===== config.mk =====
export PLATFORM = sky130hd
export DESIGN_NAME = instr_sequencer
export DESIGN_NICKNAME = d
export VERILOG_FILES = /design/src/rtl/instr_sequencer.sv
export SDC_FILE = /design/constraint.sdc
export NUM_CORES = 1
export LEC_CHECK = 0
export CORE_UTILIZATION = 50
export CTS_CLUSTER_DIAMETER = 50
export DETAILED_ROUTE_END_ITERATION = 12
export PLACE_DENSITY = 0.71
export SLEW_MARGIN = 20
export SYNTH_ARGS = -nofsm -noshare
export SYNTH_HDL_FRONTEND = slang
export SYNTH_SLANG_ARGS = --single-unit

===== constraint.sdc =====
create_clock -name clk -period 2.98 [get_ports clk]
set_input_delay 0.596 -clock clk [delete_from_list [all_inputs] [get_ports clk]]
set_output_delay 0.596 -clock clk [all_outputs]
set_load 0.05 [all_outputs]

===== src/rtl/instr_sequencer.sv =====
// Instruction sequencer: steps through a small program buffer and hands one
// instruction at a time to the decoder over a valid/ready handshake.
module instr_sequencer #(
    parameter  int DEPTH = 16,
    localparam int AW    = $clog2(DEPTH)
) (
    input  logic          clk,
    input  logic          rst_n,
    input  logic          prog_we,
    input  logic [AW-1:0] prog_addr,
    input  logic [17:0]   prog_data,
    input  logic          start,
    input  logic          dec_ready,
    output logic [17:0]   id,
    output logic          id_valid,
    output logic [AW-1:0] pc,
    output logic          busy,
    output logic          halted,
    output logic          overrun,
    output logic [7:0]    issue_cnt
);

    localparam logic [4:0]    OP_HALT = 5'b10001;
    localparam logic [AW-1:0] LAST_PC = AW'(DEPTH - 1);

    typedef enum logic [1:0] {IDLE, FETCH, ISSUE, HALT} state_t;

    state_t      state;
    logic [17:0] mem [DEPTH];
    logic        parked;

    assign parked = (state == IDLE) || (state == HALT);

    // Program storage is deliberately left out of reset so a reset does not wipe the program.
    always_ff @(posedge clk) begin
        if (prog_we && parked) begin
            mem[prog_addr] <= prog_data;
        end
    end

    always_ff @(posedge clk or negedge rst_n) begin
        if (!rst_n) begin
            state     <= IDLE;
            id        <= '0;
            id_valid  <= 1'b0;
            pc        <= '0;
            busy      <= 1'b0;
            halted    <= 1'b0;
            overrun   <= 1'b0;
            issue_cnt <= '0;
        end else begin
            case (state)
                IDLE, HALT: begin
                    if (start) begin
                        state     <= FETCH;
                        busy      <= 1'b1;
                        pc        <= '0;
                        issue_cnt <= '0;
                        halted    <= 1'b0;
                        overrun   <= 1'b0;
                    end
                end
                FETCH: begin
                    id       <= mem[pc];
                    id_valid <= 1'b1;
                    state    <= ISSUE;
                end
                ISSUE: begin
                    if (dec_ready) begin
                        id_valid <= 1'b0;
                        if (issue_cnt != 8'hFF) begin
                            issue_cnt <= issue_cnt + 8'd1;
                        end
                        if (id[17:13] == OP_HALT) begin
                            halted <= 1'b1;
                            busy   <= 1'b0;
                            state  <= HALT;
                        end else if (pc == LAST_PC) begin
                            // Falling off the end of the buffer parks the run with the overrun flag.
                            pc      <= '0;
                            overrun <= 1'b1;
                            busy    <= 1'b0;
                            state   <= HALT;
                        end else begin
                            pc    <= pc + 1'b1;
                            state <= FETCH;
                        end
                    end
                end
                default: begin
                    state <= IDLE;
                    busy  <= 1'b0;
                end
            endcase
        end
    end

endmodule


run_1/detail.png
Window x 111 to 131, y 111 to 131 µm. Cells in grey, sequential cells in the stronger grey; small squares are vias.
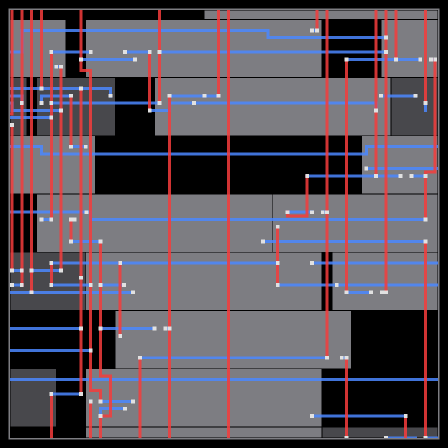
- blue: metal 1
- red: metal 2
- cells with their middle in the window: 10
- sequential cells in the window: 7
- most frequent: edfxtp_1 (7), mux2i_1 (3)
- netlist names of flops here include: `mem` (7)

run_1/layer_met2.png
Drawn at 2 px/µm. Cells faint in the background.
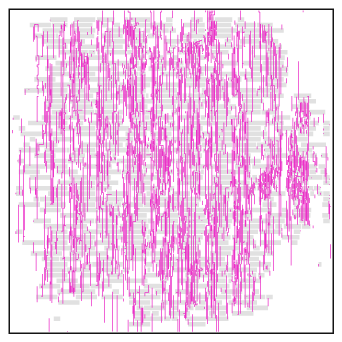
- main direction: vertical
- longest straight run: 56.3 µm

run_1/clocks.png
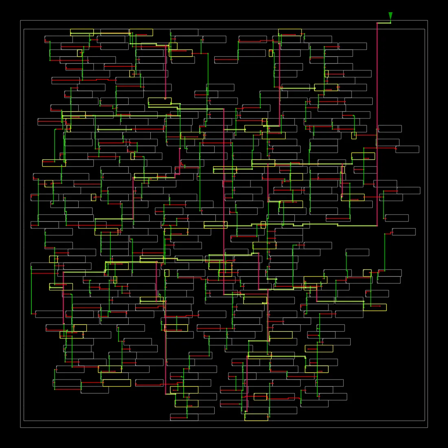
skew final: 0.0144 ns
clock buffers: 46
Clock Power: 4.34 mW

run_1/wires.png
Drawn at 4 px/µm. Only two layers are drawn.
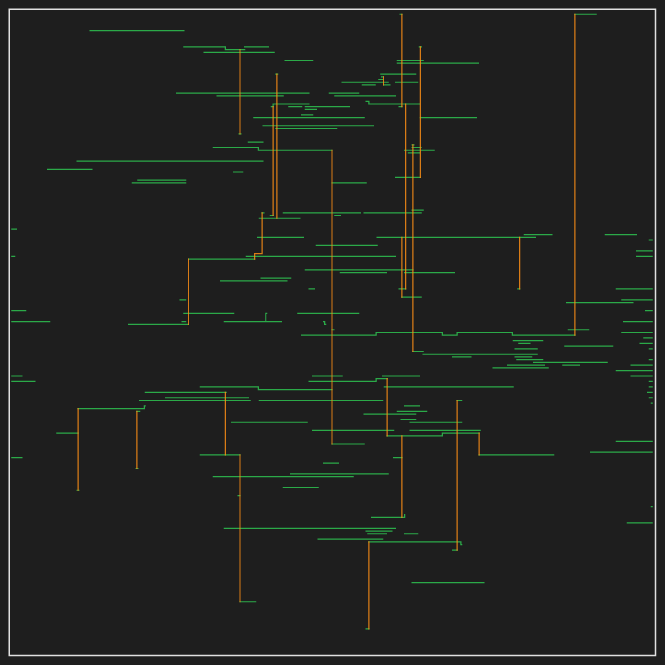
- green: metal 3 (wire length 1740 µm)
- orange: metal 4 (wire length 638 µm)

-- run 1: cell families (layout without fill, tap and decap cells) --
| logic type | count (synthesis) | count (layout) |
|---|---|---|
| AOI/OAI and AO/OA | 104 | 104 |
| adders and majority gates | 5 | 5 |
| buffers and inverters | 41 | 162 |
| DFF | 324 | 324 |
| muxes | 127 | 127 |
| and+or+nand+nor | 96 | 96 |
-- run 1: cells in the mapped netlist (all sizes together), types with 2 or more instances --
cell,instances,area share [%]
edfxtp,288,68
mux2i,90,7.1
nor2,41,1.2
dfrtp,36,7.1
mux4,36,6.4
o21ai,28,1.1
buf,24,1.0
a21oi,22,0.87
o22ai,21,1.0
o32ai,19,1.3
nand2,15,0.44
clkbuf,12,0.36
nor3,9,0.39
ha,5,0.49
inv,5,0.15
nand2b,5,0.25
a31oi,4,0.20
and3,4,0.20
nand3,4,0.16
nor2b,4,0.32
o31ai,4,0.24
or3,3,0.19
nor3b,2,0.12
nor4,2,0.099
or2,2,0.099
-- run 1: through the flow --
| step | worst slack [ns] | power (mW) | cells | area, µm² | hold slack (ns) |
|---|---|---|---|---|---|
| 2_1_floorplan | 0.0989 | 7.05 | 697 | 12700 | 0.300 |
| 3_3_place_gp | 0.547 | 7.89 | 1080 | 13800 | 0.477 |
| 3_5_place_dp | 0.515 | 7.95 | 1080 | 13800 | 0.481 |
| 4_1_cts | 0.329 | 12.3 | 1142 | 15000 | 0.112 |
| 5_1_grt | 0.306 | 12.6 | 1142 | 15000 | 0.142 |
| 6_report | 0.349 | 12.2 | 1142 | 15000 | 0.112 |
-- run 1: worst max-delay path: stages, from the launching register on --
cell and delay (ns):
dfrtp_1 0.78, buf_4 0.46, buf_4 0.27
==> changes_impl.md, run 1 <==
## Flow update

- Post-CTS setup buffers: 0
- Final number of setup-violating endpoints: 0
- Routing usage on met2: 36.8%
- Mapped Cells: 697
- EDFF count, synth: 288
- Main logic family: multiplexers
- Post-DP HPWL: 17.3 mm
- Adder share: 0.494%
- First-pass iteration count of the detailed router: 5
- Simple-Gate Area Share: 3.78%
- Htree depth: 2
- Non-clock buffer count: 95
- Root Buffer: clkbuf_16
- Yosys synthesis chip area: 12700 µm²
- Most frequent cells in the layout: edfxtp_1 (288), mux2i_1 (90), clkdlybuf4s50_1 (58)
- Synthesized registers: 324
- Met2 wire len: 13.8 mm
- Reg with most FFs: mem
- Global route overflow: 0
- CTS tree: built
- Final worst-path cycle share: 88.3%
- CP endpoint: pc[2]
- Max Cap Violations: 0
- Nonclk inv count: 5
- Area delta synth->final: 18.5%
- Final Hold Violation Tally: 0
- Main flop type: edfxtp_1
- Worst vdd ir: 0.508 mV
- Flop share of the area: 63.6%
- GPL Wtd Cong: 0.881
- Largest net degree at the start of global routing: 57
- TritonCTS Sinks: 324
- TritonCTS buffer count: 34
- Gate Area: 2980 µm²
- DIE AREA: 26000 µm²
- Drt via density: 6.08
- Die extent in x: 161 µm
- Reg-to-reg startpoint: state[0]$_DFFE_PN0P_
- Sw frac: 28.5%
- Synth unique cells: 45
- Synthesized area: 12700 µm²
- RSZ-0062 raised after global routing: no
- Gr busiest metal: met2
- FF/Latch Area: 9550 µm²
- Buffering overhead: 5.87%
- Critical Path AT: 2.04 ns
- R2R cell count: 6
- Reg2reg setup slack: 0.69 ns
- Nets: 824
- Vias in the first global route: 7121
- CP required: 2.38 ns
- Via count: 6938
- ClkCell Share: 7.84%
- Top cell excl fill/tap: edfxtp_1
- Iteration-0 DRC count of the detailed router: 799
- Combinational fraction of the cell area: 19.8%
- Critical Path Start Type: register
- Worst skew pair latency: 0.51 ns
- Finished Core Util: 61.0%
- AO/OA Area Share: 5.22%
- Gate power share: 20.1%
- Met3 WL post-DR: 1.74 mm
- DRC: 0
- Clock Tree Buf Depth: 3
- Port Buffers: 60
- Core area: 24600 µm²
- FF-to-FF End: issue_cnt[7]$_DFFE_PN0P_
- Antenna violations before repair: 0
- Pre-Place Util: 51.5%
- DR top layer: met4
- Crit Path Max Fanout: 19
- Warnings, synthesis: 0
- Setup TNS: 0 ns
- Fin. max-slew vios: 0
- GRT Overall Usage: 22.6%
- Nets at Floorplan: 729
- Highest Clock Rate: 380 MHz
- Sequential fraction of the synthesis area: 75.4%
- Final WL: 28.2 mm
- Comb group: 2.45 mW
- LEAKAGE: 4.81 nW
- Grt met3 use: 3.31%
- Mean Syn Cell Area: 18.2 µm²
- Num tapcells: 324
- Gates resized, CTS repair: 0
- Share of layout cells above drive strength 1: 18.8%
- Rows: 57
- Antenna-violating nets left: 0
- Hold buffer count at CTS: 0
- Wirelength per Cell: 24.7 µm
- Die extent in y: 161 µm
- Flop pwr share: 44.4%
- Multi-input gates: 332
- Yosys xor share: 0%
- Fillers: 1735
- Critical Path Sink Type: primary output
- Hold Path Class: in -> async
- Routing usage on met1: 32.0%
- CTS clk-pin slew, worst paths: 0.06 ns
- Status: completed
- Largest registers: mem (288), id (18), issue_cnt (8)
- PwrDens: 814 nW/µm²
- Seq. pwr: 5.43 mW
- Top Consumer: sequential cells
- Metal-1 WL: 12.0 mm
- Clock power share: 35.5%
- Slew @ Worst Pin: 0.726 ns
- Max FFs per register: 288
- Switching power: 3.48 mW
- Area-dominant class: sequential cells
- Asr flop ratio synth: 11.1%
- Critical path class: reg -> out
- Critical Path Start: pc[2]$_DFFE_PN0P_
- Multiplexer share: 13.6%
- Ys cells: 697
==> run 2, diff against run 1 <==
--- a/config.mk
+++ b/config.mk
@@ -5,9 +5,12 @@
 export SDC_FILE = /design/constraint.sdc
 export NUM_CORES = 1
 export LEC_CHECK = 0
+export CAP_MARGIN = 20
 export CORE_UTILIZATION = 50
 export CTS_CLUSTER_DIAMETER = 50
 export DETAILED_ROUTE_END_ITERATION = 12
+export GPL_ROUTABILITY_DRIVEN = 0
+export GPL_TIMING_DRIVEN = 0
 export PLACE_DENSITY = 0.71
 export SLEW_MARGIN = 20
 export SYNTH_ARGS = -nofsm -noshare
run_2/detail.png
Window x 111 to 131, y 111 to 131 µm. Cells in grey, sequential cells in the stronger grey; small squares are vias.
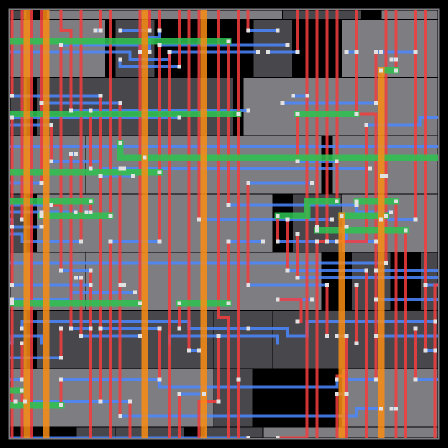

==> changes_impl.md, run 2 <==
## Flow update

- Final number of setup-violating endpoints: 0 (unchanged)
- Final worst-path cycle share: 96.7% (+8.4 points)
- Iteration-0 DRC count of the detailed router: 860 (+7.6%)
- Synthesized registers: 324 (unchanged)
- Die extent in y: 161 µm (unchanged)
- Nets: 842 (+2.2%)
- Flop pwr share: 44.8% (+0.4 points)
- Finished Core Util: 61.6% (+0.57 points)
- Ys cells: 697 (unchanged)
- Final Power: 12.1 mW (-1.2%)
- GRT Overall Usage: 25.3% (+2.6 points)
- Top cell excl fill/tap: edfxtp_1
- Area leader share: 68.2% (unchanged)
- Post-place instance area: 14100 µm² (+1.8%)
- Count leader, synth: edfxtp_1
- Sequential fraction of the synthesis area: 75.4% (unchanged)
- FF-to-FF End: id[3]$_DFFE_PN0P_
- Share of layout cells above drive strength 1: 17.6% (-1.2 points)
- Worst skew pair latency: 0.52 ns (about the same)
- CTS tree: built
- Core area: 24600 µm² (unchanged)
- Met3 WL post-DR: 2.93 mm (+68%)
- Warnings, synthesis: 0 (unchanged)
- PwrDens: 797 nW/µm² (-2.1%)
- Top area cell types: edfxtp_1 (68%), dfrtp_1 (7.1%), mux2i_1 (7.1%)
- Antenna-violating nets left: 0 (unchanged)
- Root Buffer: clkbuf_16
- RSZ-0062 raised after global routing: no
- Mapped Cells: 697 (unchanged)
- Skew final: 0.0227 ns (+0.00830 ns)
- TritonCTS buffer count: 34 (unchanged)
- Sw frac: 29.9% (+1.4 points)
- Final WL: 31.9 mm (+13%)
- Hold buffer count at CTS: 0 (unchanged)
- Nets at Floorplan: 729 (unchanged)
- Switching power: 3.61 mW (+3.7%)
- Asr flop ratio synth: 11.1% (unchanged)
- Pre-Place Util: 51.5% (unchanged)
- Global route overflow: 0 (unchanged)
- Cell count after placement: 1098 (+1.7%)
- Reg-to-reg startpoint: state[1]$_DFFE_PN0P_
- Crit path top cell by count: clkbuf_1
- Worst path max stage delay: 0.69 ns (-0.09 ns)
- Cell type with the largest total area: edfxtp_1
- Routing usage on met1: 31.8% (-0.18 points)
- Metal-1 WL: 11.8 mm (-1.7%)
- Worst vdd ir: 0.487 mV (-4.3%)
- Yosys synthesis chip area: 12700 µm² (unchanged)
- Post-route cell area: 15200 µm² (+0.93%)
- Hold_ws: 0.00838 ns (-0.104 ns)
- DIE AREA: 26000 µm² (unchanged)
- Port Buffers: 60 (unchanged)
- Main flop type: edfxtp_1
- Critical Path AT: 3.24 ns (+1.20 ns)
- Met2 wire len: 15.9 mm (+15%)
- Setup TNS: 0 ns (unchanged)
- Final non-filler cell total: 1159 (+1.5%)
- Post-DP HPWL: 19.7 mm (+14%)
- Synth cell count leaders: edfxtp_1 (288), mux2i_1 (90), nor2_1 (41)
- Critical Path Start Type: register
- TritonCTS Sinks: 324 (unchanged)
- Reg with most FFs: mem
- LEAKAGE: 4.82 nW (+0.30%)
- Die extent in x: 161 µm (unchanged)
- R2R cell count: 8 (+2)
- Grt met3 use: 5.21% (+1.9 points)
- Htree depth: 2 (unchanged)
- Final Hold Violation Tally: 0 (unchanged)
- Rows: 57 (unchanged)
- Critical path class: reg -> reg
- Max Cap Violations: 0 (unchanged)
- Reg2reg setup slack: 0.1 ns (-0.59 ns)
- Status: completed
- Clock Tree Buf Depth: 3 (unchanged)
- Clock power share: 33.5% (-2.0 points)
- DP Worst Slack: 0.0834 ns (-0.432 ns)
- Hold Path Class: in -> async
- Slew @ Worst Pin: 1.11 ns (+0.383 ns)
- DR top layer: met4
- Antenna violations before repair: 0 (unchanged)
- Via count: 7243 (+4.4%)
- Most frequent cells in the layout: edfxtp_1 (288), mux2i_1 (90), clkdlybuf4s50_1 (59)
- Top delay family on crit path: buffers and inverters
- CP required: 3.34 ns (+0.96 ns)
- Buf/Inv on CP: 3 (+1)
- Drt via density: 6.25 (+2.9%)
- Synthesized area: 12700 µm² (unchanged)
- Gate power share: 21.7% (+1.6 points)
- Post-CTS setup buffers: 0 (unchanged)
- Crit Path Max Fanout: 10 (-9)
- Routing usage on met2: 42.6% (+5.7 points)
- DRC: 0 (unchanged)
- CP max stage cell: clkbuf_1
- Highest Clock Rate: 347 MHz (-8.7%)
run 2: cell counts after synthesis:
No cell type changed its count.
run 2: worst max path at each step:
stage,endpoint,cells after the start,start
finish,id[3]$_DFFE_PN0P_,8,state[1]$_DFFE_PN0P_
global route,id[0]$_DFFE_PN0P_,8,state[1]$_DFFE_PN0P_
CTS,id[3]$_DFFE_PN0P_,8,state[1]$_DFFE_PN0P_
detailed placement,mem[0][0]$_DFFE_PP_,5,prog_we
global placement,mem[0][0]$_DFFE_PP_,4,prog_we
floorplan,mem[0][0]$_DFFE_PP_,5,state[0]$_DFFE_PN0P_
run 2: cell type report:
type	count	area, µm²
Timing Repair Buffer	77	903
Tap cell	324	405
Clock buffer	46	917
Multi-Input combinational cell	332	3040
Clock inverter	15	145
Buffer	36	178
Inverter	5	18.8
Fill cell	1676	9450
Sequential cell	324	9550
run 2: power groups by stage:
stage | sequential (mW) | combinational (mW) | clock (mW)
floorplan | 5.92 | 1.14 | 0
global placement | 5.49 | 2.47 | 0
detailed placement | 5.50 | 2.59 | 0
CTS | 5.41 | 2.61 | 4.06
global route | 5.42 | 2.75 | 4.24
finish | 5.41 | 2.62 | 4.04
run 2: cells by family (layout without fill, tap and decap cells):
kind of cell,after synthesis,count (layout),share of synthesized area [%]
AND-OR/OR-AND,104,104,5.22
adder cells (fa/ha/maj),5,5,0.494
buffers and inverters,41,179,1.55
flip-flops,324,324,75.4
multiplexers,127,127,13.6
AND/OR/NAND/NOR,96,96,3.78
run 2: worst reg2reg max path, cell delays in order, from the launching register on:
cell and delay [ns]:
dfrtp_1 0.38, inv_1 0.09, ha_1 0.24, nor2b_1 0.16, clkbuf_1 0.55, clkbuf_1 0.69
o21ai_0 0.24, o32ai_1 0.30, a21oi_1 0.07
Power and IR drop assume default switching activity.
